<file path="config.mk">
export PLATFORM = sky130hd
export DESIGN_NAME = ttt_game_ctrl
export DESIGN_NICKNAME = d
export VERILOG_FILES = /design/src/rtl/ttt_game_ctrl.sv
export SDC_FILE = /design/constraint.sdc
export NUM_CORES = 1
export LEC_CHECK = 0
export CORE_UTILIZATION = 48
export DETAILED_ROUTE_END_ITERATION = 10
export PLACE_DENSITY_LB_ADDON = 0.1
export SLEW_MARGIN = 20
export SYNTH_ARGS = -nofsm -noshare
export SYNTH_HDL_FRONTEND = slang
export SYNTH_SLANG_ARGS = --single-unit
export TNS_END_PERCENT = 100
</file>
<file path="constraint.sdc">
create_clock -name clk -period 2.1 [get_ports clk]
set_clock_uncertainty 0.15 [all_clocks]
set_input_delay 0.42 -clock clk [delete_from_list [all_inputs] [get_ports clk]]
set_output_delay 0.42 -clock clk [all_outputs]
set_load 0.01 [all_outputs]
</file>
<file path="src/rtl/ttt_game_ctrl.sv">
// Tic-tac-toe game controller: holds the 3x3 board, alternates X/O, rejects illegal
// moves and reports win/draw status to the display stage.
module ttt_game_ctrl #(
   parameter bit FIRST_PLAYER = 1'b0
) (
   input  logic        clk,
   input  logic        reset_n,
   input  logic [3:0]  cursor,
   input  logic        selected,
   input  logic        new_game,
   output logic [17:0] board,
   output logic        player,
   output logic        move_ok,
   output logic        move_err,
   output logic        game_over,
   output logic [1:0]  winner,
   output logic        draw,
   output logic [8:0]  win_mask
);

   localparam int unsigned N_CELLS = 9;
   localparam int unsigned N_LINES = 8;
   localparam int unsigned CNT_W   = 4;

   // Eight winning lines as cell masks: rows, columns, diagonals.
   localparam logic [71:0] LINES = {
      9'b001010100, 9'b100010001, 9'b100100100, 9'b010010010,
      9'b001001001, 9'b111000000, 9'b000111000, 9'b000000111
   };

   typedef enum logic [1:0] {S_PLAY, S_EVAL, S_DONE} state_t;

   state_t             r_state;
   logic               r_sel_q;
   logic [CNT_W-1:0]   r_count;
   logic [17:0]        r_board;
   logic               r_player;
   logic               r_move_ok;
   logic               r_move_err;
   logic               r_game_over;
   logic [1:0]         r_winner;
   logic               r_draw;
   logic [8:0]         r_win_mask;

   logic               w_sel_edge;
   logic               w_cursor_ok;
   logic [3:0]         w_safe_idx;
   logic [4:0]         w_bit_lo;
   logic [1:0]         w_cell;
   logic [1:0]         w_sym;
   logic [8:0]         w_hit;
   logic [8:0]         w_win_mask;

   assign w_sel_edge  = selected & ~r_sel_q;
   assign w_cursor_ok = (cursor <= 4'd8);
   assign w_safe_idx  = w_cursor_ok ? cursor : 4'd0;
   assign w_bit_lo    = {w_safe_idx, 1'b0};
   assign w_cell      = r_board[w_bit_lo +: 2];
   assign w_sym       = r_player ? 2'b10 : 2'b01;

   // Cells owned by the side that just moved, then the union of all completed lines.
   always_comb begin
      w_hit      = '0;
      w_win_mask = '0;
      for (int i = 0; i < N_CELLS; i++) begin
         w_hit[i] = (r_board[2*i +: 2] == w_sym);
      end
      for (int l = 0; l < N_LINES; l++) begin
         if ((w_hit & LINES[9*l +: 9]) == LINES[9*l +: 9]) begin
            w_win_mask = w_win_mask | LINES[9*l +: 9];
         end
      end
   end

   always_ff @(posedge clk or negedge reset_n) begin
      if (!reset_n) begin
         r_state     <= S_PLAY;
         r_sel_q     <= 1'b1;
         r_count     <= '0;
         r_board     <= '0;
         r_player    <= FIRST_PLAYER;
         r_move_ok   <= 1'b0;
         r_move_err  <= 1'b0;
         r_game_over <= 1'b0;
         r_winner    <= 2'b00;
         r_draw      <= 1'b0;
         r_win_mask  <= '0;
      end else begin
         r_sel_q    <= selected;
         r_move_ok  <= 1'b0;
         r_move_err <= 1'b0;
         if (new_game) begin
            r_state     <= S_PLAY;
            r_count     <= '0;
            r_board     <= '0;
            r_player    <= FIRST_PLAYER;
            r_game_over <= 1'b0;
            r_winner    <= 2'b00;
            r_draw      <= 1'b0;
            r_win_mask  <= '0;
         end else begin
            case (r_state)
               S_PLAY: begin
                  if (w_sel_edge) begin
                     if (!w_cursor_ok || (w_cell != 2'b00)) begin
                        r_move_err <= 1'b1;
                     end else begin
                        r_board[w_bit_lo +: 2] <= w_sym;
                        r_count                <= r_count + CNT_W'(1);
                        r_move_ok              <= 1'b1;
                        r_state                <= S_EVAL;
                     end
                  end
               end
               S_EVAL: begin
                  if (w_win_mask != 9'd0) begin
                     r_winner    <= w_sym;
                     r_win_mask  <= w_win_mask;
                     r_game_over <= 1'b1;
                     r_state     <= S_DONE;
                  end else if (r_count == CNT_W'(9)) begin
                     r_draw      <= 1'b1;
                     r_game_over <= 1'b1;
                     r_state     <= S_DONE;
                  end else begin
                     r_player <= ~r_player;
                     r_state  <= S_PLAY;
                  end
               end
               S_DONE: ;
               default: r_state <= S_PLAY;
            endcase
         end
      end
   end

   assign board     = r_board;
   assign player    = r_player;
   assign move_ok   = r_move_ok;
   assign move_err  = r_move_err;
   assign game_over = r_game_over;
   assign winner    = r_winner;
   assign draw      = r_draw;
   assign win_mask  = r_win_mask;

endmodule

</file>
==> qor.csv <==
metric;value;unit
leading area contributor after synthesis;dfrtp_1;
final worst slack;-0.148;ns
final setup violation count;15;
routed vias;2646;
Pint;1.37;mW
outcome;complete, but fails checks;
pin count of the biggest net entering global routing;23;
die area;5530;um2
Post-synth EDFFs;0;
FP Util;0.515;
vias per cell;5.93;
# Taps;67;
main flop type;dfrtp_1;
Worst-Margin Slew;0.494;ns
CTS tree;built;
first-pass GRT wire length;12.1;mm
die height;74.4;um
Hold WS;0.366;ns
Reg2Reg Setup Slack;-0.15;ns
clk_lat worst skew;0.31;ns
Die Wd;74.4;um
crit end category;flop;
WP data arrival;2.29;ns
CP top delay family;multiplexers;
failing checks;negative setup slack;
P_clk;0.796;mW
layout cells sized above 1;0.338;
post-DP HPWL;5.39;mm
CP Depth;6;
post-synthesis cell type count;49;
[layout by cell type (no fill, tap or decap), types with 4 or more instances in the layout]
master and n:
clkbuf_8 5, nand2_1 36, a211oi_1 5, o21ai_0 6
clkdlybuf4s50_1 36, o22ai_2 8, a21oi_1 8, inv_1 12
dfrtp_1 34, nand4_1 10, nand2b_1 15, a211oi_2 4
and3_4 4, nor2_1 19, buf_6 5, buf_4 60
a41oi_1 4, ha_1 5, dfrtp_2 6, mux2i_1 18
nand3_1 9
[sequential cells by signal (all words and copies together), names as in the netlist]
signal,count
player,1
winner,2
draw,1
r_sel_q,1
move_ok,1
board,18
r_state,2
r_count,4
win_mask,9
move_err,1
game_over,1
Fig. 1: cells colored by class
The bar under the picture is 20 um long.
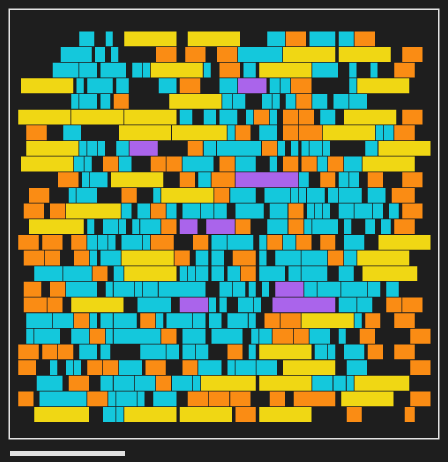
Key: yellow = sequential cells [cells 41]; purple = clock drivers and dummy loads [cells 8]; cyan = remaining logic cells [cells 222]; orange = remaining buffers and delay cells [cells 108]
fraction of area in registers: 0.271
Rows: 25

Fig. 2: logic cells by family
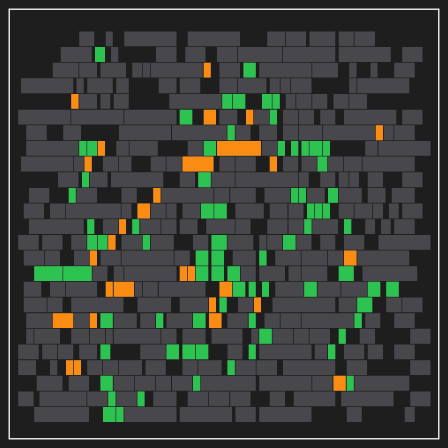
Key: orange = nor cells [cells 29, most used nor2_1]; green = nand cells [cells 76, most used nand2_1]
most numerous logic cell after layout: buf_4
Comb area share: 0.412
Post-Layout Cell Count: 446

